==> config.mk <==
export PLATFORM = sky130hd
export DESIGN_NAME = uart_tx_framed
export DESIGN_NICKNAME = d
export VERILOG_FILES = /design/src/rtl/uart_pkg.sv /design/src/rtl/uart_bit_timer.sv /design/src/rtl/uart_tx_framed.sv
export SDC_FILE = /design/constraint.sdc
export NUM_CORES = 1
export LEC_CHECK = 0
export CORE_MARGIN = 3
export CORE_UTILIZATION = 30
export DETAILED_ROUTE_END_ITERATION = 7
export GPL_ROUTABILITY_DRIVEN = 0
export PLACE_DENSITY = 0.55
export SLEW_MARGIN = 20
export SYNTH_ARGS = -nofsm -noshare
export SYNTH_HDL_FRONTEND = slang
export SYNTH_SLANG_ARGS = --single-unit
==> constraint.sdc <==
create_clock -name i_clk -period 7.1 [get_ports i_clk]
set_input_delay 1.775 -clock i_clk [delete_from_list [all_inputs] [get_ports i_clk]]
set_output_delay 1.775 -clock i_clk [all_outputs]
set_load 0.01 [all_outputs]
==> src/rtl/uart_pkg.sv <==
// Shared types and constants for the framed UART blocks.
package uart_pkg;

    typedef enum logic [2:0] {IDLE, START, DATA, PARITY, STOP} uart_tx_state_t;

    typedef enum logic [1:0] {PAR_NONE, PAR_EVEN, PAR_ODD, PAR_NONE2} uart_parity_t;

    localparam logic UART_IDLE_LEVEL = 1'b1;

endpackage

==> src/rtl/uart_bit_timer.sv <==
// One-shot bit-period timer: load starts a period of div cycles, bit_done pulses
// on its last cycle. Caller guarantees div >= 1.
module uart_bit_timer #(
    parameter int DIV_WIDTH = 16
) (
    input  logic                 i_clk,
    input  logic                 i_rst_n,
    input  logic                 load,
    input  logic [DIV_WIDTH-1:0] div,
    output logic                 bit_done
);

    logic [DIV_WIDTH-1:0] cnt_q;
    logic                 run_q;

    assign bit_done = run_q && (cnt_q == '0);

    always_ff @(posedge i_clk or negedge i_rst_n) begin
        if (!i_rst_n) begin
            cnt_q <= '0;
            run_q <= 1'b0;
        end else if (load) begin
            cnt_q <= div - DIV_WIDTH'(1);
            run_q <= 1'b1;
        end else if (bit_done) begin
            run_q <= 1'b0;
        end else if (run_q) begin
            cnt_q <= cnt_q - DIV_WIDTH'(1);
        end
    end

endmodule

==> src/rtl/uart_tx_framed.sv <==
// Framed UART transmitter: runtime divisor, 1/2 stop bits, back-to-back frames.
// Parity support is built only when UART_TX_PARITY_EN is defined.
module uart_tx_framed #(
    parameter int DATA_BITS = 8,
    parameter int DIV_WIDTH = 16,
    parameter int MIN_DIV   = 2
) (
    input  logic                 i_clk,
    input  logic                 i_rst_n,
    input  logic [DIV_WIDTH-1:0] i_div,
    input  logic                 i_two_stop,
    input  logic [1:0]           i_parity_mode,
    input  logic                 i_stb,
    input  logic [DATA_BITS-1:0] i_data,
    output logic                 o_ack,
    output logic                 o_busy,
    output logic                 o_uart_tx
);
    import uart_pkg::*;

    localparam int                   CNT_W     = $clog2(DATA_BITS + 1);
    localparam logic [DIV_WIDTH-1:0] MIN_DIV_W = DIV_WIDTH'(MIN_DIV);

    uart_tx_state_t       state_q, state_d;
    logic [DATA_BITS-1:0] shreg_q, shreg_d;
    logic [CNT_W-1:0]     bit_cnt_q, bit_cnt_d;
    logic                 stop2_q, stop2_d;
    logic [DIV_WIDTH-1:0] div_q, div_clamp, timer_div;
    logic                 tx_d, busy_d;
    logic                 accept, load, bit_done;

    assign div_clamp = (i_div < MIN_DIV_W) ? MIN_DIV_W : i_div;
    // A frame accepted on this edge must time its start bit with its own divisor
    assign timer_div = accept ? div_clamp : div_q;

`ifdef UART_TX_PARITY_EN
    uart_parity_t pmode;
    logic         par_q, par_en_q;
    assign pmode = uart_parity_t'(i_parity_mode);
`else
    logic unused_parity;
    assign unused_parity = ^i_parity_mode;
`endif

    uart_bit_timer #(.DIV_WIDTH(DIV_WIDTH)) u_timer (
        .i_clk    (i_clk),
        .i_rst_n  (i_rst_n),
        .load     (load),
        .div      (timer_div),
        .bit_done (bit_done)
    );

    always_comb begin
        state_d   = state_q;
        shreg_d   = shreg_q;
        bit_cnt_d = bit_cnt_q;
        stop2_d   = stop2_q;
        tx_d      = o_uart_tx;
        busy_d    = o_busy;
        accept    = 1'b0;
        load      = 1'b0;
        case (state_q)
            IDLE: accept = i_stb;
            START: if (bit_done) begin
                tx_d      = shreg_q[0];
                shreg_d   = shreg_q >> 1;
                bit_cnt_d = CNT_W'(1);
                load      = 1'b1;
                state_d   = DATA;
            end
            DATA: if (bit_done) begin
                load = 1'b1;
                if (bit_cnt_q == CNT_W'(DATA_BITS)) begin
`ifdef UART_TX_PARITY_EN
                    if (par_en_q) begin
                        tx_d    = par_q;
                        state_d = PARITY;
                    end else
`endif
                    begin
                        tx_d    = UART_IDLE_LEVEL;
                        state_d = STOP;
                    end
                end else begin
                    tx_d      = shreg_q[0];
                    shreg_d   = shreg_q >> 1;
                    bit_cnt_d = bit_cnt_q + CNT_W'(1);
                end
            end
`ifdef UART_TX_PARITY_EN
            PARITY: if (bit_done) begin
                tx_d    = UART_IDLE_LEVEL;
                load    = 1'b1;
                state_d = STOP;
            end
`endif
            STOP: if (bit_done) begin
                if (stop2_q) begin
                    stop2_d = 1'b0;
                    load    = 1'b1;
                end else if (i_stb) begin
                    accept = 1'b1;
                end else begin
                    busy_d  = 1'b0;
                    state_d = IDLE;
                end
            end
            default: state_d = IDLE;
        endcase
        if (accept) begin
            shreg_d   = i_data;
            bit_cnt_d = '0;
            stop2_d   = i_two_stop;
            tx_d      = 1'b0;
            busy_d    = 1'b1;
            load      = 1'b1;
            state_d   = START;
        end
    end

    always_ff @(posedge i_clk or negedge i_rst_n) begin
        if (!i_rst_n) begin
            state_q   <= IDLE;
            shreg_q   <= '0;
            bit_cnt_q <= '0;
            stop2_q   <= 1'b0;
            div_q     <= MIN_DIV_W;
            o_uart_tx <= UART_IDLE_LEVEL;
            o_busy    <= 1'b0;
            o_ack     <= 1'b0;
        end else begin
            state_q   <= state_d;
            shreg_q   <= shreg_d;
            bit_cnt_q <= bit_cnt_d;
            stop2_q   <= stop2_d;
            o_uart_tx <= tx_d;
            o_busy    <= busy_d;
            o_ack     <= accept;
            if (accept) div_q <= div_clamp;
        end
    end

`ifdef UART_TX_PARITY_EN
    always_ff @(posedge i_clk or negedge i_rst_n) begin
        if (!i_rst_n) begin
            par_q    <= 1'b0;
            par_en_q <= 1'b0;
        end else if (accept) begin
            par_q    <= (pmode == PAR_ODD) ? ~^i_data : ^i_data;
            par_en_q <= (pmode == PAR_EVEN) || (pmode == PAR_ODD);
        end
    end
`endif

endmodule

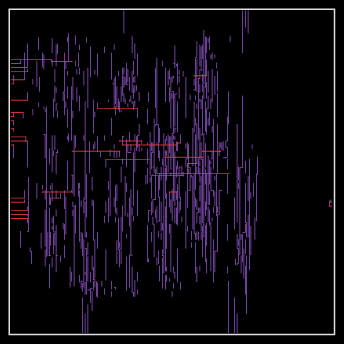
Run 1: signal wires by layer
Drawn at 3 px/um. Only two layers are drawn.
| layer | color | wire length |
|---|---|---|
| metal 2 | purple | 3380 um |
| metal 3 | red | 232 um |
detail-routed net length per standard cell: 14.2 um
total via count in the routed design: 2590
overall routing resource usage: 0.131
Routed Wire Length: 7300 um

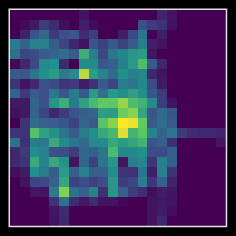
Run 1: routed metal per tile
Drawn at 2 px/um. The die is cut into 22 by 22 equal tiles; dark purple is low, yellow is high, scaled to the fullest tile. Values are wire area over tile area, all layers added.
emptiest ninth of the die: upper right
tiles over half the peak: 11%
densest ninth of the die: center

==> impl_metrics.json, run 1 <==
{
  "slowest_delay_ns": 0.57,
  "ff_type": "sky130_fd_sc_hd__dfrtp_1",
  "rr_endpoint": "u_timer.cnt_q[10]",
  "timing_worst_slew_pin_value_ns": 0.805,
  "synth_top_area_share": 0.401,
  "ys_seq_frac": 0.418,
  "max-slew-margin-rel": 0.459,
  "min-delay-start": "shreg_q[1]",
  "met3_usage": 0.0168,
  "biggestRegsByFlops": "div_q x16, u_timer.cnt_q x16, shreg_q x8",
  "nNonClkInverters": 9,
  "timing.critical_path.to": "u_timer.cnt_q[10]",
  "postLayoutCoreUtil": 0.366,
  "synth.yosys.num_cells": 354,
  "most_frequent_cells_in_the_layout": "sky130_fd_sc_hd__nand2_1 (66), sky130_fd_sc_hd__dfrtp_1 (50), sky130_fd_sc_hd__clkdlybuf4s50_1 (29)",
  "critPathLaunch": "i_stb",
  "drive_gt1_frac": 0.0864,
  "grt_start_max_net_pins": 53,
  "combinationalPowerShare": 0.051,
  "placementRows": 36,
  "worstSetupPathType": "primary input to flop",
  "topCombFamilyByArea": "simple AND/OR/NAND/NOR gates",
  "cts_tree": "built",
  "dominant-cell-class": "multi-input combinational cells",
  "floorplan.core_util": 0.313,
  "share_clk_of_total_power": 0.357,
  "area_growth_from_synthesis_to_final_layout_pct": 16.9,
  "placed_cell_area_mm2": 0.00355,
  "synthesis.nets": 387,
  "lay_top_count": "sky130_fd_sc_hd__nand2_1",
  "clock-skew-final_ns": 0.00881,
  "switching_share": 0.224,
  "worst_hold_path.num_cells": 2,
  "ant_nets": 0,
  "core-area_mm2": 0.00995,
  "synth.ff_latch_count": 52,
  "worst-path-max-fanout": 14,
  "ff2ff_path_depth": 13,
  "cts_hold_repair.buffers": 0,
  "clock_tree_buf_depth": 2,
  "synth.distinct_cells": 54,
  "netlist_top_cells_area": "sky130_fd_sc_hd__dfrtp_1 (40%), sky130_fd_sc_hd__nand2_1 (7.9%), sky130_fd_sc_hd__mux2i_1 (5.8%)",
  "final_area_mm2": 0.00364,
  "pre_cts_slack_ns": 1.29,
  "hold_violations": 0,
  "use_met2": 0.221,
  "p_comb_uw": 25.7,
  "num-nets-final": 414,
  "power_density_mw_per_mm2": 137,
  "grt_first_pass_wirelength_um": 12300,
  "post-synth-top-count-cell": "sky130_fd_sc_hd__nand2_1",
  "chipArea_mm2": 0.0116,
  "critical_path_buf_inv_count": 2,
  "reg2reg_slack_ns": 2.92,
  "multi_input_comb_area_mm2": 0.00171,
  "post_synth_instance_area_mm2": 0.00312,
  "outcome": "finished, final reports clean",
  "seq_share": 0.358,
  "synth-async-reset-ratio": 1.00,
  "switching_power_uw": 112,
  "sequentialPower_uw": 296,
  "layout.filler_cells": 1046,
  "setup_viol": 0,
  "resized_after_cts": 0
}
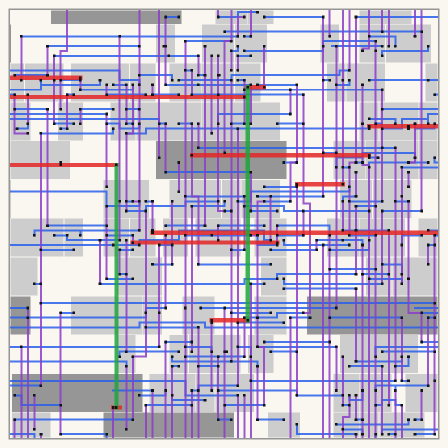
Run 1: a small window of the routed layout
Region (39, 39) to (69, 69) um. Cells in gray, sequential cells in the stronger gray; small squares are vias.
| layer | color |
|---|---|
| metal 1 | blue |
| metal 3 | red |
| metal 4 | green |
| metal 2 | purple |
sequential cells in the window: 4
cells with their middle in the window: 69
most frequent: nor3_1 (7), nand2_1 (6)
netlist names of flops here include: u_timer.cnt_q (3), u_timer.run_q (1)

==> inputs of run 2 (changes only) <==
Settings changed: PLACE_DENSITY 0.55 to 0.56.
Clock period 7.1 ns to 4.8 ns, I/O delays scaled along.
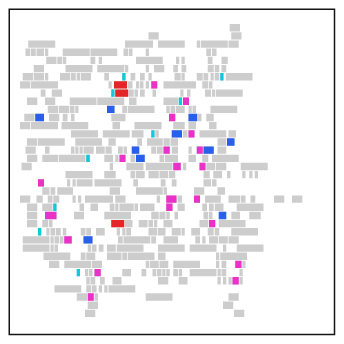
Run 2: logic cells by family
Drawn at 3 px/um.
| family | color | cells |
|---|---|---|
| fa/ha/maj cells | red | 3 |
| inv cells | cyan | 9 |
| non-inverting ao/oa cells | blue | 10 |
| and/or cells | magenta | 20 |
logic share of the area: 0.461
most common library cell in the layout ignoring fill and taps: sky130_fd_sc_hd__nand2_1
tally of non-filler cells in the final layout: 519

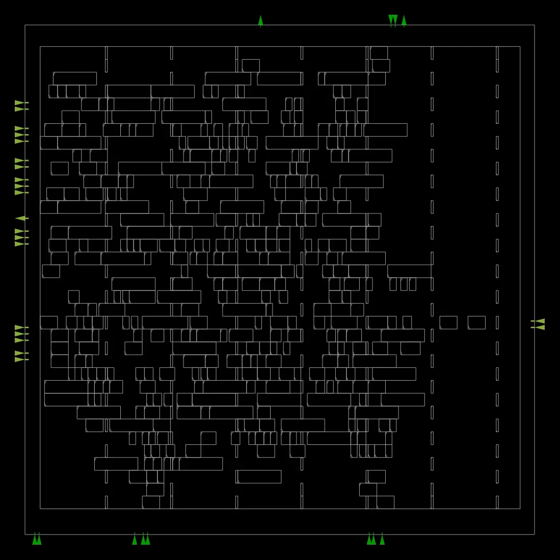
Run 2: cell outlines without signal wires
placeable core region: 0.00995 mm2
share of the final layout cell area in sequential cells: 0.352
utilization after layout: 0.372
Cell Rows: 36

==> impl_metrics.json, run 2 <==
{
  "timing.hold.worst.class": "flop to flop",
  "outcome": "finished, final reports clean",
  "wl_per_cell_um": 14.7,
  "compound_cell_area_share_of_the_yosys_netlist": 0.142,
  "grt_start_max_net_pins": 53,
  "synth.ff_latch_count": 52,
  "fin_total_pwr_uw": 800,
  "global_route.overflow_total": 0,
  "multi_input_comb_area_mm2": 0.00171,
  "switching_share": 0.213,
  "synth.yosys.num_cells": 354,
  "use_met2": 0.202,
  "finalSetupTns_ns": 0,
  "timing.critical_path.cells": "clkdlybuf4s50_1, or3_1, nor3_1, buf_4, and3_1, nand2b_1, nand3_1, nand2_1, mux2i_1, ha_1, nand2_1, nor4_1, nand3_1, a221oi_2, a311oi_1, a21o_1",
  "num_antenna_cells": 0,
  "ff_type": "sky130_fd_sc_hd__dfrtp_1",
  "most_frequent_cells_in_the_layout": "sky130_fd_sc_hd__nand2_1 (66), sky130_fd_sc_hd__dfrtp_1 (50), sky130_fd_sc_hd__clkdlybuf4s50_1 (29)",
  "dr_wl_met2_um": 3400,
  "combinationalPowerShare": 0.047,
  "drc": 0,
  "synth-async-reset-ratio": 1.00,
  "area_growth_from_synthesis_to_final_layout_pct": 18.8,
  "p_comb_uw": 37.9,
  "share_clk_of_total_power": 0.405,
  "post_synth_instance_area_mm2": 0.00312,
  "numCtsBuffers": 5,
  "cellInternalPower_uw": 630,
  "crit_path_end_kind": "flop",
  "nonClockBufferCount": 40,
  "power_frac_seq": 0.547,
  "num-nets-final": 418,
  "boundaryPins": 33,
  "setup_viol": 0,
  "hold_violations": 0,
  "timing.critical_path.required_ns": 5.00,
  "netlist_instances": 354,
  "dpl.cell_count": 511,
  "critical_path_buf_inv_count": 2,
  "power_density_mw_per_mm2": 216,
  "avgSynthCellArea_um2": 8.80,
  "clk_pin_slew_ns": 0.10,
  "maxPowerGroup": "sequential cells",
  "timing_worst_slew_pin_value_ns": 0.867,
  "antenna_found_initial": 0,
  "clock_power_uw": 324,
  "timing.critical_path.to": "u_timer.cnt_q[10]",
  "openroad.warnings": 29,
  "chipArea_mm2": 0.0116,
  "nNonClkInverters": 9,
  "drt_pre_antenna_iters": 4,
  "layout.buffer.nonclock.area_share": 0.100,
  "worst_hold_path.num_cells": 2,
  "clock_insertion_delay_worst_skew_ns": 0.31,
  "rr_endpoint": "u_timer.cnt_q[10]",
  "worstSetupStartpointType": "primary input",
  "grt.met1_usage": 0.196,
  "clock_tree_buf_depth": 2,
  "place.port_buffers": 30,
  "worst-path-max-fanout": 3,
  "max_cap_viol_count": 0,
  "synth-simple-area-share": 0.250,
  "sequential_cell_area_mm2": 0.00130,
  "r2r_start": "u_timer.cnt_q[3]",
  "ys_seq_frac": 0.418,
  "edf_count": 0,
  "critPathLaunch": "i_div[8]",
  "final_area_mm2": 0.00370,
  "dr.max_layer_used": "met4",
  "detailedPlacementHpwl_um": 5410,
  "power.static_leakage_uw": 0.00169,
  "dominant-cell-class": "multi-input combinational cells",
  "reg2reg_slack_ns": 0.94,
  "worstSetupPathType": "primary input to flop",
  "biggestRegsByFlops": "div_q x16, u_timer.cnt_q x16, shreg_q x8",
  "synthMuxAreaShare": 0.0819,
  "cts_hold_repair.buffers": 0,
  "top_usage_layer": "met2",
  "netlist_top_cells_area": "sky130_fd_sc_hd__dfrtp_1 (40%), sky130_fd_sc_hd__nand2_1 (7.9%), sky130_fd_sc_hd__mux2i_1 (5.8%)",
  "drt-met1-wl_um": 3800,
  "arrival_worst_endpoint_ns": 4.53,
  "slowest_delay_ns": 0.43,
  "synth_adder_area_share": 0.0120,
  "placed_cell_area_mm2": 0.00358,
  "final_tally_of_max_slew_violations": 0,
  "viasPerCell": 5.04,
  "min-delay-start": "shreg_q[1]",
  "synth.distinct_cells": 54,
  "drive_gt1_frac": 0.0959,
  "tap_cells": 133,
  "synth.cellmix.xorXnorShare": 0.0618,
  "drt-initial-drc-count": 162,
  "grt_pass1_vias": 2521,
  "wl_um": 7640,
  "rsz0062_at_grt": "no",
  "chipWidth_um": 108,
  "synth-area-yosys_mm2": 0.00312,
  "routed-via-count": 2615,
  "post-route-min-period_ns": 4.33,
  "critical_path.slowest_cell": "sky130_fd_sc_hd__clkdlybuf4s50_1",
  "timing.critical_path.max_delay_family": "simple AND/OR/NAND/NOR gates",
  "layout.filler_cells": 1013,
  "topCombFamilyByArea": "simple AND/OR/NAND/NOR gates",
  "multi_input_comb_cells": 277,
  "met3WireLength_um": 329,
  "sequentialPower_uw": 438,
  "number_of_buffers_inserted_to_repair_setup_after_cts": 0,
  "top_cell_types_by_occurrence_after_synthesis": "sky130_fd_sc_hd__nand2_1 (66), sky130_fd_sc_hd__dfrtp_1 (50), sky130_fd_sc_hd__o21ai_0 (25)",
  "synthesis.nets": 387,
  "clock-skew-final_ns": 0.0128,
  "fin_crit_sh": 0.902,
  "fin_ws_ns": 0.470,
  "final.clkbuf_count": 6,
  "resized_after_cts": 0,
  "pre_cts_slack_ns": 0.161,
  "synth_top_area_share": 0.401,
  "grt.total_usage": 0.135,
  "clock_tree.root_cell": "sky130_fd_sc_hd__clkbuf_8",
  "die_y_um": 108,
  "peakVddDrop_mv": 0.134,
  "ant_nets": 0,
  "clock-sinks": 52,
  "met3_usage": 0.0258,
  "switching_power_uw": 170,
  "max-slew-margin-rel": 0.418,
  "yosysWarnings": 0,
  "post-synth-top-count-cell": "sky130_fd_sc_hd__nand2_1",
  "grt_first_pass_wirelength_um": 12600,
  "whs_endpoint": "shreg_q[1]",
  "whs_ns": 0.491,
  "floorplan.core_util": 0.313,
  "ctsHtreeMaxLevel": 2,
  "layout.sequential_cells": 52,
  "clock.fmax_mhz": 231,
  "area_share_clock_buf_inv": 0.0328,
  "ff2ff_path_depth": 13,
  "cts_tree": "built",
  "worst-path-stages": 16,
  "synth.largest_area_cell": "sky130_fd_sc_hd__dfrtp_1"
}
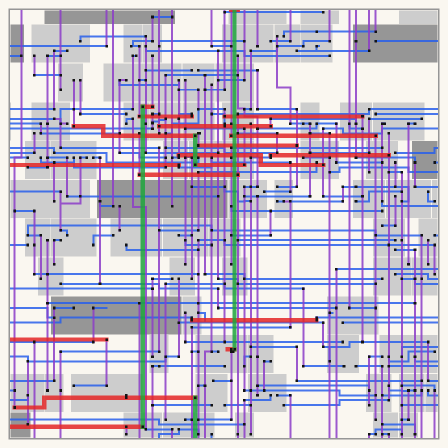
Run 2: a small window of the routed layout
Region (39, 39) to (69, 69) um. Cells in gray, sequential cells in the stronger gray; small squares are vias.
| layer | color |
|---|---|
| metal 3 | red |
| metal 1 | blue |
| metal 4 | green |
| metal 2 | purple |
most frequent: nor3_1 (9), nor2_1 (5)
cells with their middle in the window: 62
netlist names of flops here include: u_timer.cnt_q (2), u_timer.run_q (1)
sequential cells in the window: 3

